==> images/port_trees.png <==
Drawn at 4 px/um.
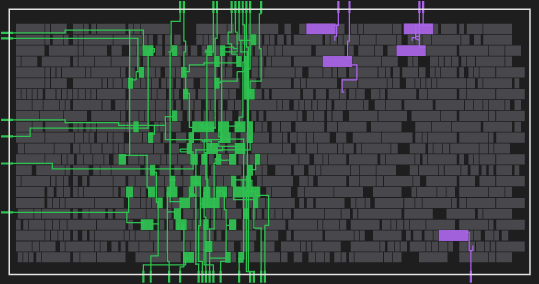
==> images/gates.png <==
Drawn at 4 px/um.
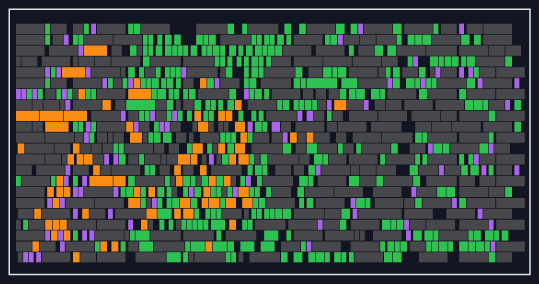
==> images/layers.png <==
Drawn at 4 px/um.
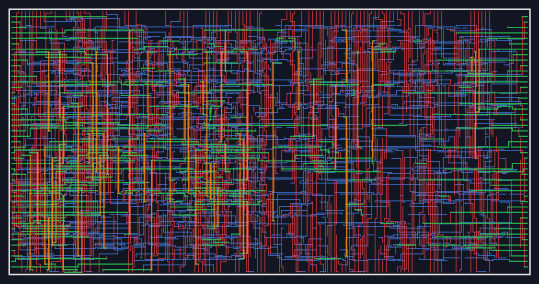
## config.mk

```make
export PLATFORM = sky130hd
export DESIGN_NAME = mem_stage
export DESIGN_NICKNAME = d
export VERILOG_FILES = /design/src/rtl/mem_stage_pkg.sv /design/src/rtl/mem_align.sv /design/src/rtl/mem_stage.sv
export SDC_FILE = /design/constraint.sdc
export NUM_CORES = 1
export LEC_CHECK = 0
export ABC_AREA = 1
export CAP_MARGIN = 10
export CORE_ASPECT_RATIO = 0.5
export CORE_UTILIZATION = 55
export CTS_BUF_LIST = sky130_fd_sc_hd__clkbuf_8
export DETAILED_ROUTE_END_ITERATION = 7
export DONT_BUFFER_PORTS = 1
export PLACE_DENSITY = 0.78
export SETUP_SLACK_MARGIN = 0.1
export SLEW_MARGIN = 20
export SYNTH_ARGS = -nofsm -noshare
export SYNTH_HDL_FRONTEND = slang
export SYNTH_SLANG_ARGS = --single-unit
export TNS_END_PERCENT = 1
```

## constraint.sdc

```tcl
create_clock -name clk -period 1.4 [get_ports clk]
set_input_delay 0.28 -clock clk [delete_from_list [all_inputs] [get_ports clk]]
set_output_delay 0.28 -clock clk [all_outputs]
set_load 0.05 [all_outputs]
```

## src/rtl/mem_stage_pkg.sv

```systemverilog
// Shared constants and types for the MEM pipeline stage: datapath widths,
// funct3 access-size encodings and the bus FSM state type.
package mem_stage_pkg;

  localparam int unsigned XLEN        = 32;
  localparam int unsigned RFIDX_WIDTH = 5;

  localparam logic [2:0] MemB  = 3'b000;
  localparam logic [2:0] MemH  = 3'b001;
  localparam logic [2:0] MemW  = 3'b010;
  localparam logic [2:0] MemBu = 3'b100;
  localparam logic [2:0] MemHu = 3'b101;

  typedef enum logic [1:0] {
    StIdle = 2'b00,
    StReq  = 2'b01,
    StWait = 2'b10
  } mem_state_e;

endpackage

```

## src/rtl/mem_align.sv

```systemverilog
// Combinational lane logic for loads/stores: byte enables, store-data
// replication, load-data extraction/extension and alignment checking.
module mem_align
  import mem_stage_pkg::*;
(
  input  logic [2:0]      mode,
  input  logic [1:0]      addr_lo,
  input  logic [XLEN-1:0] store_data,
  input  logic [XLEN-1:0] load_data,
  output logic [3:0]      be,
  output logic [XLEN-1:0] wdata,
  output logic [XLEN-1:0] rdata_ext,
  output logic            misalign
);

  logic [XLEN-1:0] shifted;

  always_comb begin
    be        = '0;
    wdata     = '0;
    rdata_ext = '0;
    misalign  = 1'b0;
    shifted   = load_data >> {addr_lo, 3'b000};
    case (mode)
      MemB, MemBu: begin
        be    = 4'b0001 << addr_lo;
        wdata = {(XLEN/8){store_data[7:0]}};
        if (mode == MemB) rdata_ext = {{(XLEN-8){shifted[7]}}, shifted[7:0]};
        else              rdata_ext = {{(XLEN-8){1'b0}}, shifted[7:0]};
      end
      MemH, MemHu: begin
        misalign = addr_lo[0];
        be       = 4'b0011 << addr_lo;
        wdata    = {(XLEN/16){store_data[15:0]}};
        if (mode == MemH) rdata_ext = {{(XLEN-16){shifted[15]}}, shifted[15:0]};
        else              rdata_ext = {{(XLEN-16){1'b0}}, shifted[15:0]};
      end
      MemW: begin
        misalign  = (addr_lo != 2'b00);
        be        = 4'b1111;
        wdata     = store_data;
        rdata_ext = load_data;
      end
      // Reserved funct3 encodings are reported through the misalign path.
      default: misalign = 1'b1;
    endcase
  end

endmodule

```

## src/rtl/mem_stage.sv

```systemverilog
// MEM pipeline stage: drives load/store on a req/gnt/rvalid bus, stalls the
// pipe while an access is outstanding and owns the MEM/WB register.
module mem_stage
  import mem_stage_pkg::*;
(
  input  logic                   clk,
  input  logic                   rst,
  input  logic                   mem_read,
  input  logic                   mem_write,
  input  logic                   wb_reg_write,
  input  logic                   wb_memtoreg,
  input  logic [XLEN-1:0]        ex_result,
  input  logic [XLEN-1:0]        rs2_data,
  input  logic [2:0]             mem_mode,
  input  logic [RFIDX_WIDTH-1:0] rd_index,
  output logic                   stall_out,
  output logic                   dbus_req,
  output logic                   dbus_we,
  output logic [XLEN-1:0]        dbus_addr,
  output logic [3:0]             dbus_be,
  output logic [XLEN-1:0]        dbus_wdata,
  input  logic                   dbus_gnt,
  input  logic                   dbus_rvalid,
  input  logic [XLEN-1:0]        dbus_rdata,
  output logic                   misalign_exc,
  output logic                   wb_reg_write_out,
  output logic                   wb_memtoreg_out,
  output logic [XLEN-1:0]        alu_result_out,
  output logic [XLEN-1:0]        mem_rdata_out,
  output logic [RFIDX_WIDTH-1:0] rd_index_out
);

  mem_state_e      state_q, state_d;
  logic [3:0]      lane_be;
  logic [XLEN-1:0] lane_wdata;
  logic [XLEN-1:0] lane_rdata;
  logic            lane_misalign;
  logic            mem_op;
  logic            bad_op;
  logic            legal_op;
  logic            load_done;

  mem_align u_align (
    .mode       (mem_mode),
    .addr_lo    (ex_result[1:0]),
    .store_data (rs2_data),
    .load_data  (dbus_rdata),
    .be         (lane_be),
    .wdata      (lane_wdata),
    .rdata_ext  (lane_rdata),
    .misalign   (lane_misalign)
  );

  assign mem_op   = mem_read | mem_write;
  // Simultaneous read and write is malformed and reported like a misalignment.
  assign bad_op   = mem_op & (lane_misalign | (mem_read & mem_write));
  assign legal_op = mem_op & ~bad_op;

  always_ff @(posedge clk) begin
    if (rst) state_q <= StIdle;
    else     state_q <= state_d;
  end

  always_comb begin
    state_d = state_q;
    case (state_q)
      StIdle: if (legal_op) state_d = StReq;
      StReq: begin
        if (dbus_gnt) state_d = mem_write ? StIdle : StWait;
      end
      StWait: if (dbus_rvalid) state_d = StIdle;
      default: state_d = StIdle;
    endcase
  end

  always_comb begin
    stall_out    = 1'b0;
    dbus_req     = 1'b0;
    misalign_exc = 1'b0;
    load_done    = 1'b0;
    if (!rst) begin
      case (state_q)
        StIdle: begin
          stall_out    = legal_op;
          misalign_exc = bad_op;
        end
        StReq: begin
          dbus_req  = 1'b1;
          stall_out = !(dbus_gnt && mem_write);
        end
        StWait: begin
          stall_out = !dbus_rvalid;
          load_done = dbus_rvalid;
        end
        default: ;
      endcase
    end
  end

  // Upstream holds its inputs while stalled, so the request fields stay stable.
  assign dbus_we    = dbus_req & mem_write;
  assign dbus_addr  = dbus_req ? {ex_result[XLEN-1:2], 2'b00} : '0;
  assign dbus_be    = dbus_req ? lane_be : '0;
  assign dbus_wdata = dbus_we ? lane_wdata : '0;

  always_ff @(posedge clk) begin
    if (rst) begin
      wb_reg_write_out <= 1'b0;
      wb_memtoreg_out  <= 1'b0;
      alu_result_out   <= '0;
      mem_rdata_out    <= '0;
      rd_index_out     <= '0;
    end else if (stall_out) begin
      wb_reg_write_out <= 1'b0;
      wb_memtoreg_out  <= 1'b0;
    end else begin
      wb_reg_write_out <= wb_reg_write & ~bad_op;
      wb_memtoreg_out  <= wb_memtoreg & ~bad_op;
      alu_result_out   <= ex_result;
      mem_rdata_out    <= load_done ? lane_rdata : '0;
      rd_index_out     <= rd_index;
    end
  end

endmodule
```

==> Changelog: implementation <==
## Implementation

- Seq area share: 21.57%
- H-tree depth: 3
- CP required: 1.12 ns
- # diodes: 0
- Violated checks: negative setup slack
- Post-synth EDFFs: 0
- Fillers: between 300 and 400
- Crit-path cells: inv_2, nand2_2, nor2_4, inv_4, nor2_4, buf_4, nand2_1, inv_1, buf_12
- Pwr dens: 834.9 nW/um^2
- Iter 0 DRT Violations: 832
- Status: finished with violations
- Comb_multi_in: around 500
- DRC: 0
- Cell Area, Placed: 6599 sq um
- Routing usage on met1: 43.11%
- CP Launch Type: register
- Crit path DAT: ~1.7 ns
- Die Y: 65.91 um
- Final hold vios: 0
- Period utilisation layout: 142.6%
- Critical path's most frequent cell: nor2_4
- Setup violators final: roughly 130
- Tmin final: 1.997 ns
- Final Util: 90.97%
- Yosys cell count: between 700 and 800
- Die X: 129.8 um
- Asr flop ratio synth: 0%
- Syn Std Cell Area: roughly 4500 sq um
- Layout clock buffer count: 12
- Setup WS post-layout: -0.5966 ns
- Cell taking the most area after synthesis: dfxtp_1
About port_trees.png:
Key: purple = rd_index_out [direction output, edge 4 north, 1 south, end cells 5, buffers 0, wire 72.7 um]; green = dbus_rdata [direction input, edge 15 south, 11 north, 6 west, end cells 79, buffers 0, wire 1230 um]
I/O pin total: 255
buffers added on ports: 0

About gates.png:
Key: purple = inv cells [cells 87, most used inv_1, where spread over the die]; green = nand cells [cells 348, most used nand2_1, where spread over the die]; orange = aoi and oai cells [cells 75, most used o21ai_0]
highest-count logic cell in the final layout: nand2_1
Non-Filler Instances: 922

About layers.png:
Key: orange = M4 [wire length 1090 um]; red = M2 [wire length 8910 um]; green = M3 [wire length 2190 um]; blue = M1 [wire length 6110 um]
Total Routing Usage GR: 42.19%
drt total wl: 18300 um
Via Count: 5649
routed len/inst: 19.85 um

No activity file was given, so power comes from the tool's default toggle rates.
